**src/rtl/display7_pkg.sv**
```systemverilog
// Shared types, glyph constants and width helpers for the 7-segment scan controller.
package display7_pkg;

  typedef enum logic {
    ST_SHOW = 1'b0,
    ST_GAP  = 1'b1
  } state_e;

  // Active-low glyphs, bit6 = g ... bit0 = a.
  localparam logic [6:0] SEG_BLANK = 7'h7F;
  localparam logic [6:0] SEG_0 = 7'h40;
  localparam logic [6:0] SEG_1 = 7'h79;
  localparam logic [6:0] SEG_2 = 7'h24;
  localparam logic [6:0] SEG_3 = 7'h30;
  localparam logic [6:0] SEG_4 = 7'h19;
  localparam logic [6:0] SEG_5 = 7'h12;
  localparam logic [6:0] SEG_6 = 7'h02;
  localparam logic [6:0] SEG_7 = 7'h78;
  localparam logic [6:0] SEG_8 = 7'h00;
  localparam logic [6:0] SEG_9 = 7'h10;

  // Bits needed to hold values 0..n-1, never less than 1.
  function automatic int clog2w(input int n);
    int r;
    r = 1;
    for (int i = 0; i < 31; i++)
      if ((32'd1 << r) < n) r++;
    return r;
  endfunction

endpackage

```
**src/rtl/display7_scan_if.sv**
```systemverilog
// Value-source / pin-side signal bundle of the scan controller.
interface display7_scan_if;
  logic        iEn;
  logic        iLzs;
  logic        iLoad;
  logic [31:0] iData;
  logic [7:0]  oSel;
  logic [6:0]  oSeg;
  logic        oPend;

  modport master (output iEn, iLzs, iLoad, iData, input oSel, oSeg, oPend);
  modport slave  (input iEn, iLzs, iLoad, iData, output oSel, oSeg, oPend);
endinterface

```
**src/rtl/display7_scan_seg7_dec.sv**
```systemverilog
// Nibble to active-low 7-segment glyph; 10..15 deliberately decode to blank.
module seg7_dec
  import display7_pkg::*;
(
  input  logic [3:0] nib_i,
  output logic [6:0] seg_o
);

  always_comb begin
    seg_o = SEG_BLANK;
    case (nib_i)
      4'd0:    seg_o = SEG_0;
      4'd1:    seg_o = SEG_1;
      4'd2:    seg_o = SEG_2;
      4'd3:    seg_o = SEG_3;
      4'd4:    seg_o = SEG_4;
      4'd5:    seg_o = SEG_5;
      4'd6:    seg_o = SEG_6;
      4'd7:    seg_o = SEG_7;
      4'd8:    seg_o = SEG_8;
      4'd9:    seg_o = SEG_9;
      default: seg_o = SEG_BLANK;
    endcase
  end

endmodule

```
**src/rtl/display7_scan.sv**
```systemverilog
// 8-digit multiplexed display scanner: SHOW/GAP sequencer, frame-aligned value
// commit, leading-zero suppression and registered anode/segment outputs.
module display7_scan
  import display7_pkg::*;
#(
  parameter int DIGITS = 8,
  parameter int DIV    = 100000,
  parameter int GAP    = 2
) (
  input  logic            clk,
  input  logic            rst,
  display7_scan_if.slave  bus
);

  localparam int CW = clog2w((DIV > GAP) ? DIV : GAP);
  localparam int IW = clog2w(DIGITS);
  localparam logic [CW-1:0] DIV_LAST = CW'(DIV - 1);
  localparam logic [CW-1:0] GAP_LAST = CW'(GAP - 1);
  localparam logic [IW-1:0] IDX_LAST = IW'(DIGITS - 1);

  state_e        state_q, state_d;
  logic [IW-1:0] idx_q, idx_d;
  logic [CW-1:0] cnt_q, cnt_d;
  logic [31:0]   act_q, act_d;
  logic [31:0]   pval_q, pval_d;
  logic          pend_q, pend_d;
  logic [7:0]    sel_q, sel_d;
  logic [6:0]    seg_q, seg_d;
  logic          commit;

  logic [7:0][3:0] nib;
  logic [7:0]      lz_blank;
  logic [6:0]      dec_seg;

  assign nib = act_q;

  // Digit k blanks when it and every used digit above it are zero; digit 0 never blanks.
  for (genvar k = 0; k < 8; k++) begin : g_lz
    if (k == 0 || k >= DIGITS) begin : g_never
      assign lz_blank[k] = 1'b0;
    end else begin : g_chk
      localparam logic [31:0] ZMASK =
        (32'hFFFF_FFFF >> (4 * (8 - DIGITS))) & (32'hFFFF_FFFF << (4 * k));
      assign lz_blank[k] = ((act_q & ZMASK) == 32'h0);
    end
  end

  seg7_dec u_dec (
    .nib_i (nib[idx_q]),
    .seg_o (dec_seg)
  );

  always_comb begin
    state_d = state_q;
    idx_d   = idx_q;
    cnt_d   = cnt_q;
    act_d   = act_q;
    pval_d  = pval_q;
    pend_d  = pend_q;
    sel_d   = 8'hFF;
    seg_d   = SEG_BLANK;
    commit  = 1'b0;

    if (!bus.iEn) begin
      state_d = ST_SHOW;
      idx_d   = '0;
      cnt_d   = '0;
      commit  = pend_q;
    end else begin
      unique case (state_q)
        ST_SHOW: begin
          sel_d = ~(8'd1 << idx_q);
          seg_d = (bus.iLzs && lz_blank[idx_q]) ? SEG_BLANK : dec_seg;
          if (cnt_q == DIV_LAST) begin
            state_d = ST_GAP;
            cnt_d   = '0;
          end else begin
            cnt_d = cnt_q + 1'b1;
          end
        end
        ST_GAP: begin
          if (cnt_q == GAP_LAST) begin
            state_d = ST_SHOW;
            cnt_d   = '0;
            if (idx_q == IDX_LAST) begin
              idx_d  = '0;
              commit = pend_q;
            end else begin
              idx_d = idx_q + 1'b1;
            end
          end else begin
            cnt_d = cnt_q + 1'b1;
          end
        end
        default: state_d = ST_SHOW;
      endcase
    end

    // Commit consumes the old pending value; a same-cycle load then re-arms pend.
    if (commit) begin
      act_d  = pval_q;
      pend_d = 1'b0;
    end
    if (bus.iLoad) begin
      pval_d = bus.iData;
      pend_d = 1'b1;
    end
  end

  always_ff @(posedge clk) begin
    if (rst) begin
      state_q <= ST_SHOW;
      idx_q   <= '0;
      cnt_q   <= '0;
      act_q   <= '0;
      pval_q  <= '0;
      pend_q  <= 1'b0;
      sel_q   <= 8'hFF;
      seg_q   <= SEG_BLANK;
    end else begin
      state_q <= state_d;
      idx_q   <= idx_d;
      cnt_q   <= cnt_d;
      act_q   <= act_d;
      pval_q  <= pval_d;
      pend_q  <= pend_d;
      sel_q   <= sel_d;
      seg_q   <= seg_d;
    end
  end

  assign bus.oSel  = sel_q;
  assign bus.oSeg  = seg_q;
  assign bus.oPend = pend_q;

endmodule

```
**src/flat_wrapper.sv**
```systemverilog
// flat-port wrapper written by rule: the top's interface ports become plain ports
module display7_scan_flat import display7_pkg::*;
#(
  parameter int DIGITS = 8,
  parameter int DIV    = 100000,
  parameter int GAP    = 2
)
  (clk, rst, bus_iEn, bus_iLzs, bus_iLoad, bus_iData, bus_oSel, bus_oSeg, bus_oPend);
  display7_scan_if bus_i ();
  input  logic clk;
  input  logic rst;
  input wire logic [$bits(bus_i.iEn)-1:0] bus_iEn;
  input wire logic [$bits(bus_i.iLzs)-1:0] bus_iLzs;
  input wire logic [$bits(bus_i.iLoad)-1:0] bus_iLoad;
  input wire logic [$bits(bus_i.iData)-1:0] bus_iData;
  output wire logic [$bits(bus_i.oSel)-1:0] bus_oSel;
  output wire logic [$bits(bus_i.oSeg)-1:0] bus_oSeg;
  output wire logic [$bits(bus_i.oPend)-1:0] bus_oPend;
  assign bus_i.iEn = bus_iEn;
  assign bus_i.iLzs = bus_iLzs;
  assign bus_i.iLoad = bus_iLoad;
  assign bus_i.iData = bus_iData;
  assign bus_oSel = bus_i.oSel;
  assign bus_oSeg = bus_i.oSeg;
  assign bus_oPend = bus_i.oPend;
  display7_scan #(.DIGITS(DIGITS), .DIV(DIV), .GAP(GAP)) u_core (.clk(clk), .rst(rst), .bus(bus_i));
endmodule
```
**config.mk**
```make
export PLATFORM = sky130hd
export DESIGN_NAME = display7_scan_flat
export DESIGN_NICKNAME = d
export VERILOG_FILES = /design/src/rtl/display7_pkg.sv /design/src/rtl/display7_scan_if.sv /design/src/rtl/display7_scan_seg7_dec.sv /design/src/rtl/display7_scan.sv /design/src/flat_wrapper.sv
export SDC_FILE = /design/constraint.sdc
export NUM_CORES = 1
export LEC_CHECK = 0
export ABC_AREA = 0
export CORE_AREA = 4 4 85 107
export CTS_CLUSTER_DIAMETER = 40
export DETAILED_ROUTE_END_ITERATION = 16
export DIE_AREA = 0 0 89 111
export DONT_BUFFER_PORTS = 1
export PLACE_DENSITY_LB_ADDON = 0.12
export REMOVE_ABC_BUFFERS = 1
export SYNTH_ARGS = -nofsm -noshare
export SYNTH_HDL_FRONTEND = slang
export SYNTH_SLANG_ARGS = --single-unit
```
**constraint.sdc**
```tcl
create_clock -name clk -period 2.3 [get_ports clk]
set_input_delay 0.46 -clock clk [delete_from_list [all_inputs] [get_ports clk]]
set_output_delay 0.46 -clock clk [all_outputs]
set_load 0.05 [all_outputs]
```
Figure 1. Logic cells by family.
Scale: 2 px per micron.
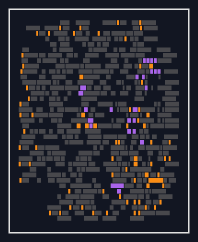
| family | color | cells | most used |
|---|---|---|---|
| aoi and oai cells | purple | 24 | o21ai_0 |
| nor cells | orange | 73 | nor2_1 |
most common cell after layout, fill and taps aside: dfxtp_1
multi-input gate share of total cell area: 0.480
count of placed standard cells in the final layout, fillers left out: 548

Figure 2. Clock wires, drivers and flops.
Scale: 2 px per micron.
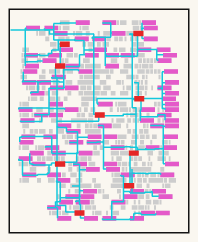
[clock drivers] red | count: 9
[flip-flops] magenta | count: 101
[clock wires] cyan | length: 1200 microns
flops lie: widely spread
routed clock nets: 10
clock network latency to the later pin of the worst-skew pair: 0.37 ns
total clock network power: 0.00126 W
part of the total power dissipated in the clock network: 0.383

Figure 3. Power grid.
Scale: 3 px per micron. Pins as bars on the die edge.
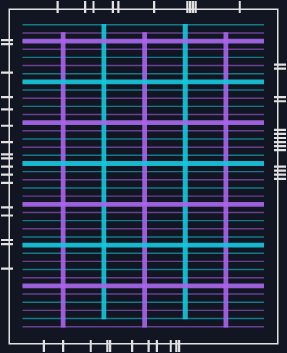
| net | color |
|---|---|
| VSS | purple |
| VDD | cyan |
met5 straps: 7
rows: 37
signal pins: 53
met4 straps: 5
Peak supply drop: 0.364 mV
horizontal die size: 89 microns
y dimension of the die: 111 microns
placeable core area: 8100 sq um

==> run notes <==
Implementation results.

The run finished with clean final reports. Of all nets on the critical path, the largest fanout is 10. The number of warnings the tools reported is 34. The main logic family after synthesis is simple AND/OR/NAND/NOR gates.

In this run, the synthesized area fraction spent on xor and xnor cells is recorded as 0.0291. For this run, the total global-route usage over all layers was measured as 0.173. The initial utilization of the core area, before any placement, comes to 0.557. Counting flops with a built-in enable in the synthesized netlist gives 0. The final count of hold timing violations is 0. Signal nets in the final route climb as high as met4. The max-cap violation count is 0. The async set or reset register ratio after synthesis is 0. The worst-case reg-to-reg setup slack stands at about 0.17 ns.

The global-route met1 utilization is 0.233. In the routed layout, each cell is associated on average with a via count of 5.39. Per the post-route antenna check, the number of violating nets is 0. The setup slack at placement is 0.0667 ns. The arrival time at the worst endpoint is between 2 and 2.5 ns.

The first global-routing pass estimated 13500 microns of wire. The chip area is 9880 sq um. The critical path endpoint has a required time of 2.54 ns.

STA shows the worst reg2reg path with a cell count of 7. The areal power density over the cells is 682 nW/um^2. Of the cells placed in the final design, the portion with a size suffix greater than 1 is 0.0953.

The post-synthesis cell count from yosys is approximately 450. The signed area change from the synthesized netlist to the final layout is 6.62%. Setup repair after global routing left no endpoint under its margin.

The post-synthesis cell count is ~450. The number of clock buffers inserted by TritonCTS is 9. For this run the top cell type by instance count after synthesis was dfxtp_1. The max-slew headroom at the worst pin is 0.676. The via count of the first global-routing pass was 2857. Final hold analysis gives a worst-case slack of roughly 0.15 ns. The number of setup buffers added after CTS is 0. Entering global routing, the biggest net connects 99 pins. The met3 capacity usage during global routing is 0.0364.

The register area share after synthesis is 0.448. STA shows the worst min-delay path finishing at u_core.pval_q[15]. The final setup skew is roughly 0.010 ns.

The weighted congestion reported at the end of routability-driven placement is around 0.86. The share of the clock period used by the worst path after layout is 0.926. The library cell occupying the most area in the post-synthesis netlist is dfxtp_1. The nature of the critical path endpoint is a register. The synthesis run shows the most used standard cells to be 101 x dfxtp_1, 69 x mux2i_1, 66 x nand2b_1, 60 x nor2_1, 17 x clkbuf_1. The average cell area after synthesis is 10.0 sq um.

STA classifies the critical path startpoint as a register.
## worst reg2reg max path, stage by stage, from the launching register on
cell and delay, ns:
dfxtp_1 0.59, mux4_2 0.38, mux2i_1 0.22, inv_1 0.10, ha_1 0.20, or2_2 0.31, a21oi_1 0.14, o21ai_0 0.08
## final cells by class
cell class                      instances  area, sq um
Fill cell                             689         3290
Multi-Input combinational cell        313         2310
Sequential cell                       101         2020
Clock buffer                           12          155
Tap cell                               97          121
Timing Repair Buffer                   11         95.1
Clock inverter                          4         70.1
Inverter                               10         37.5
## logic make-up after synthesis
kind of cell,after synthesis
AND-OR/OR-AND,25
XOR/XNOR,15
adder cells (fa/ha/maj),13
buffers and inverters,36
flip-flops,101
multiplexers,79
AND/OR/NAND/NOR,181
## layout by cell type (no fill, tap or decap), types with 8 or more instances in the layout
cell type	netlist	final
xor2_1	10	10
buf_4	2	10
mux2i_1	69	69
nand2_1	16	16
dfxtp_1	101	100
mux4_2	8	8
o21ai_0	8	8
nand2b_1	66	66
clkbuf_8	0	11
inv_1	9	9
nor4_1	8	8
ha_1	13	13
nand3_1	8	8
nor2_1	60	60
## worst max path at each step
stage	from	endpoint	slack, ns	cells after the start
CTS	u_core.idx_q[0]	u_core.bus.oSeg[5]	0.05	7
floorplan	u_core.idx_q[0]	u_core.bus.oSeg[5]	-0.17	7
finish	u_core.idx_q[1]	u_core.bus.oSeg[5]	0.17	7
global route	u_core.idx_q[1]	u_core.bus.oSeg[5]	0.01	7
global placement	u_core.idx_q[0]	u_core.bus.oSeg[0]	0.15	7
detailed placement	u_core.idx_q[0]	u_core.bus.oSeg[0]	0.07	7
## power by group
group	switching [W]	internal, W
clock	0.000587	0.000669
sequential	0.0000586	0.00180
combinational	0.0000698	0.0000951
Power is estimated from default activity; no workload was simulated.
